Fig. 1: sizing map
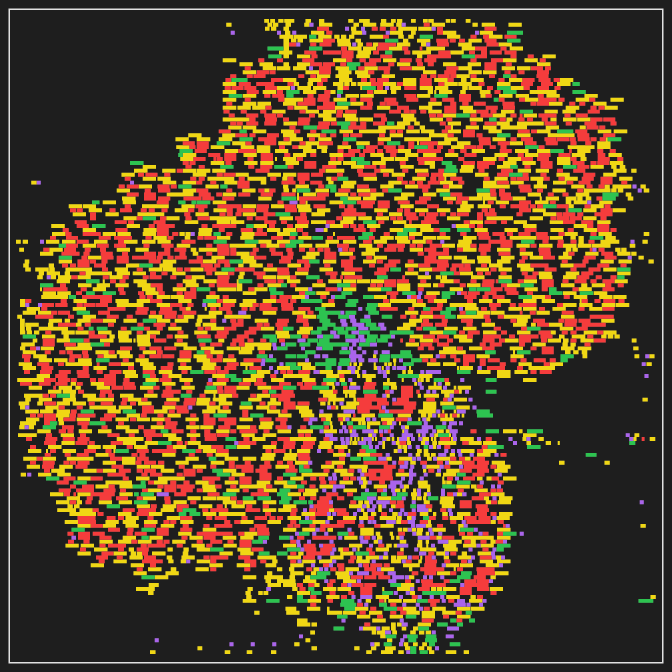
Fig. 2: placed standard cells
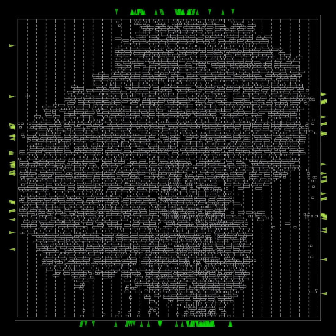
Fig. 3: wiring heat map
22 x 22 tiles, from dark blue (low) to red (high), scaled to the fullest tile. Values are wire area over tile area, all layers added.
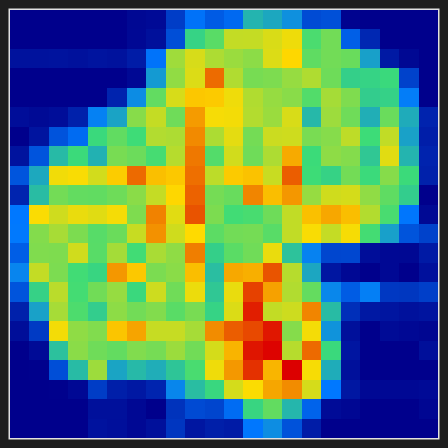
Fig. 4: sequential cells colored by netlist name
Bar = 100 µm. Other sequential cells in the stronger gray, the rest of the logic in the fainter gray.
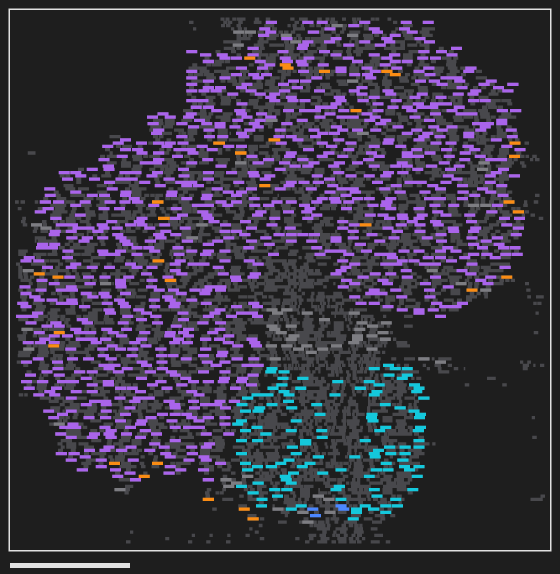
--- src/rtl/rename_regfile_pkg.sv ---
// rename_regfile_pkg: shared widths and operand record for the rename register file
package rename_regfile_pkg;
   localparam int XLEN_DEF  = 32;
   localparam int NREG_DEF  = 32;
   localparam int AW_DEF    = 5;
   localparam int TAG_W_DEF = 4;

   typedef struct packed {
      logic [XLEN_DEF-1:0]  v;
      logic                 b;
      logic [TAG_W_DEF-1:0] q;
   } operand_t;
endpackage

--- src/rtl/rename_regfile_rf_src_read.sv ---
// rf_src_read: one issued operand register with same-cycle commit bypass and held-output snoop
module rf_src_read
   import rename_regfile_pkg::*;
#(
   parameter int XLEN  = XLEN_DEF,
   parameter int AW    = AW_DEF,
   parameter int TAG_W = TAG_W_DEF
) (
   input  logic             clk,
   input  logic             rst,
   input  logic             load,
   input  logic             hold,
   input  logic [AW-1:0]    rs,
   input  logic [XLEN-1:0]  rf_v,
   input  logic             rf_b,
   input  logic [TAG_W-1:0] rf_q,
   input  logic             commit_valid,
   input  logic [AW-1:0]    commit_rd,
   input  logic [TAG_W-1:0] commit_tag,
   input  logic [XLEN-1:0]  commit_data,
   output logic [XLEN-1:0]  v,
   output logic             b,
   output logic [TAG_W-1:0] q
);
   logic byp, snp;

   assign byp = commit_valid && rs == commit_rd && rf_b && rf_q == commit_tag;
   // a stalled operand still wakes up when its producer retires
   assign snp = hold && b && commit_valid && q == commit_tag;

   always_ff @(posedge clk or negedge rst) begin
      if (!rst) begin
         v <= '0;
         b <= 1'b0;
         q <= '0;
      end else if (load) begin
         v <= byp ? commit_data : rf_v;
         b <= rf_b && !byp;
         q <= rf_q;
      end else if (snp) begin
         v <= commit_data;
         b <= 1'b0;
      end
   end
endmodule

--- src/rtl/rename_regfile.sv ---
// rename_regfile: architectural value/busy/tag file with rename, ROB commit and a registered issue port
module rename_regfile
   import rename_regfile_pkg::*;
#(
   parameter int XLEN  = XLEN_DEF,
   parameter int NREG  = NREG_DEF,
   parameter int AW    = AW_DEF,
   parameter int TAG_W = TAG_W_DEF
) (
   input  logic             clk,
   input  logic             rst,
   input  logic             rename_valid,
   output logic             rename_ready,
   input  logic [AW-1:0]    rename_rs1,
   input  logic [AW-1:0]    rename_rs2,
   input  logic [AW-1:0]    rename_rd,
   input  logic [TAG_W-1:0] rename_tag,
   input  logic             commit_valid,
   input  logic [AW-1:0]    commit_rd,
   input  logic [TAG_W-1:0] commit_tag,
   input  logic [XLEN-1:0]  commit_data,
   input  logic             flush,
   output logic             out_valid,
   input  logic             out_ready,
   output logic [XLEN-1:0]  out_v1,
   output logic [XLEN-1:0]  out_v2,
   output logic             out_b1,
   output logic             out_b2,
   output logic [TAG_W-1:0] out_q1,
   output logic [TAG_W-1:0] out_q2
);
   logic [XLEN-1:0]  val [NREG];
   logic [TAG_W-1:0] tag [NREG];
   logic [NREG-1:0]  busy;
   logic             accept, hold, commit_wr;

   assign rename_ready = !out_valid || out_ready;
   assign accept       = rename_valid && rename_ready && !flush;
   assign hold         = out_valid && !out_ready;
   assign commit_wr    = commit_valid && commit_rd != '0;

   // entry 0 is never written, so x0 reads 0 / not busy without special-casing
   always_ff @(posedge clk or negedge rst) begin
      if (!rst) begin
         busy <= '0;
         for (int i = 0; i < NREG; i++) begin
            val[i] <= '0;
            tag[i] <= '0;
         end
      end else begin
         if (commit_wr) val[commit_rd] <= commit_data;
         if (flush) busy <= '0;
         else begin
            if (commit_wr && tag[commit_rd] == commit_tag && !(accept && rename_rd == commit_rd))
               busy[commit_rd] <= 1'b0;
            if (accept && rename_rd != '0) begin
               busy[rename_rd] <= 1'b1;
               tag[rename_rd]  <= rename_tag;
            end
         end
      end
   end

   always_ff @(posedge clk or negedge rst) begin
      if (!rst) out_valid <= 1'b0;
      else if (flush) out_valid <= 1'b0;
      else if (accept) out_valid <= 1'b1;
      else if (out_ready) out_valid <= 1'b0;
   end

   rf_src_read #(.XLEN(XLEN), .AW(AW), .TAG_W(TAG_W)) u_src1 (
      .clk(clk), .rst(rst), .load(accept), .hold(hold), .rs(rename_rs1),
      .rf_v(val[rename_rs1]), .rf_b(busy[rename_rs1]), .rf_q(tag[rename_rs1]),
      .commit_valid(commit_valid), .commit_rd(commit_rd), .commit_tag(commit_tag),
      .commit_data(commit_data), .v(out_v1), .b(out_b1), .q(out_q1)
   );

   rf_src_read #(.XLEN(XLEN), .AW(AW), .TAG_W(TAG_W)) u_src2 (
      .clk(clk), .rst(rst), .load(accept), .hold(hold), .rs(rename_rs2),
      .rf_v(val[rename_rs2]), .rf_b(busy[rename_rs2]), .rf_q(tag[rename_rs2]),
      .commit_valid(commit_valid), .commit_rd(commit_rd), .commit_tag(commit_tag),
      .commit_data(commit_data), .v(out_v2), .b(out_b2), .q(out_q2)
   );
endmodule

--- config.mk ---
export PLATFORM = sky130hd
export DESIGN_NAME = rename_regfile
export DESIGN_NICKNAME = d
export VERILOG_FILES = /design/src/rtl/rename_regfile_pkg.sv /design/src/rtl/rename_regfile_rf_src_read.sv /design/src/rtl/rename_regfile.sv
export SDC_FILE = /design/constraint.sdc
export NUM_CORES = 2
export LEC_CHECK = 0
export CAP_MARGIN = 10
export CORE_MARGIN = 4
export CORE_UTILIZATION = 35
export DETAILED_ROUTE_END_ITERATION = 8
export SETUP_SLACK_MARGIN = 0.3
export SLEW_MARGIN = 20
export SYNTH_ARGS = -nofsm -noshare
export SYNTH_HDL_FRONTEND = slang
export SYNTH_HIERARCHICAL = 1
export SYNTH_SLANG_ARGS = --single-unit
--- constraint.sdc ---
create_clock -name clk -period 2.7 [get_ports clk]
set_clock_uncertainty 0.1 [all_clocks]
set_input_delay 0.54 -clock clk [delete_from_list [all_inputs] [get_ports clk]]
set_output_delay 0.54 -clock clk [all_outputs]
set_load 0.005 [all_outputs]
==> summary.txt <==
Update from the flow run.

The share of power burned in registers is 43.1%. The number of max-slew violations in the final report is 0. The area recorded from the Yosys report for this design is 68200 µm².

The mux cell area share after synthesis is 47.9%. The final count of negative-setup-slack endpoints is 66. The switching component of the power is 15.5 mW. The cell type with the largest total area is dfrtp_1. The global-route usage over all layers is 21.3%. The final route contains 42700 vias.

The most popular library cell in the synthesized design by count is dfrtp_1. The number of flip-flops and latches is 1259. The later-pin clock latency in the skew report is 0.79 ns.

Looking at the max-slew report, the worst-margin pin has a slew of 1.06 ns. Summed over all combinational cells, the power is 12.5 mW. The top-level I/O count is 142. The global routing report lists met3 layer usage as 3.17%. Static timing analysis puts the maximum clock frequency at 299 MHz. Per the post-synthesis report, the nets total 4313. Post-CTS timing repair inserted 30 buffers for setup. The final layout reports a setup TNS of -35.50 ns. The clock period minus final worst setup slack is 3.35 ns. In the per-layer summary, the met1 wirelength comes to 94100 µm.

Counting only logic cells after layout, the most numerous master is dfrtp_1. The max-cap check violation count is 0. In this run the tools logged warnings totalling 36. The number of standard cells reported by yosys is 4247.

The headroom to the max-slew limit is 29.5%. The end point of the critical path is u_src2/v[8]$_DFFE_PN0P_. The final net count is 4706.

After synthesis, the netlist uses 50 different library cells. The logic gate share of total power is 21.5%. The via count of the first global-routing pass is 45100. TritonCTS built the clock tree.

The run finished, with violations left. The number of multi-input combinational cells in the layout is 2511. The die boundary height is 450 µm. Setup repair after global routing could not meet its margin everywhere. The main flop type is dfrtp_1. From left edge to right edge, the die measures 450 µm. The number of buffers inserted during clock tree synthesis is 146. The group with the largest share of power is sequential cells. The area occupied by registers is 31500 µm². The post-route total power is 58.1 mW. The adder and majority gate portion of the synthesized area is 0%. The busiest layer in global routing is met2.

The post-cts repair resize count is 124. For this design the static power due to leakage is 35.9 nW. The cell area that synthesis handed to floorplanning was 68200 µm². After floorplanning, the die was sized to cover 202000 µm². The start point of the critical path is tag[117]$_DFFE_PN0P_.

The final reports fail on setup timing. The report puts the hold buffer count at CTS at 1. The area share of the largest cell type after synthesis is 46.2%.

In the layout the commonest cells are dfrtp_1, mux2_2, mux4_2. The fraction of cell area in non-clock buffers is 9.29%. The least setup slack across all paths after layout is -0.647 ns. After clock tree synthesis, the clock-pin slew on the worst setup and hold paths is 0.06 ns. The share of the clock period used by the worst path after layout is 124%.

The highest layer touched by signal routing is met5. In this run, power in the clock network comes to 20.6 mW. The endpoint identified for the worst register-to-register timing path is u_src2/v[8]$_DFFE_PN0P_. The H-tree was split into 4 levels.
-- Fig. 1 (at the start) --
Key: yellow = _0 and _1 cells [cells 1875, share 39%]; green = _6 and larger [cells 390, share 8.2%]; purple = _3 and _4 cells [cells 477, share 10%]; red = _2 cells [cells 2019, share 42%]
P&R area growth vs syn: 21.4%
count of plain and timing-repair buffers in the layout: 716

-- Fig. 2 (at the start) --
sequential share of cell area: 38.1%
total number of placement rows: 161

-- Fig. 3 (at the start) --
The fullest tile reaches 0.42. The densest ninth of the die: middle. The emptiest ninth of the die: top left. 49% of the tiles are over half the peak. The mean over all tiles is 0.17. 18% of the tiles are nearly empty.

-- Fig. 4 (at the start) --
Key: blue = u_src2/q [placed flops 4, where bottom middle]; purple = val [placed flops 1024]; orange = u_src1/v [placed flops 32, where spread over the die]; cyan = tag [placed flops 128]
Another 71 sequential cells are not colored.

[worst max-delay path, cell delays in order (launching register included)]
cell,delay [ns]
dfrtp_1,0.41
mux4_2,0.46
mux4_2,0.54
mux2_2,0.31
xor2_1,0.16
nor4_1,0.23
buf_4,0.18
nand3_4,0.14
buf_12,0.20
buf_16,0.15
mux2i_2,0.19
mux2i_1,0.10
[flip-flops by register name (all words and copies together) (netlist names)]
| signal | cells |
|---|---|
| u_src1/v | 32 |
| u_src2/q | 4 |
| u_src1/b | 1 |
| busy | 32 |
| u_src2/b | 1 |
| out_valid | 1 |
| u_src2/v | 32 |
| tag | 128 |
| val | 1024 |
| u_src1/q | 4 |
No activity file was given, so power comes from the tool's default toggle rates.
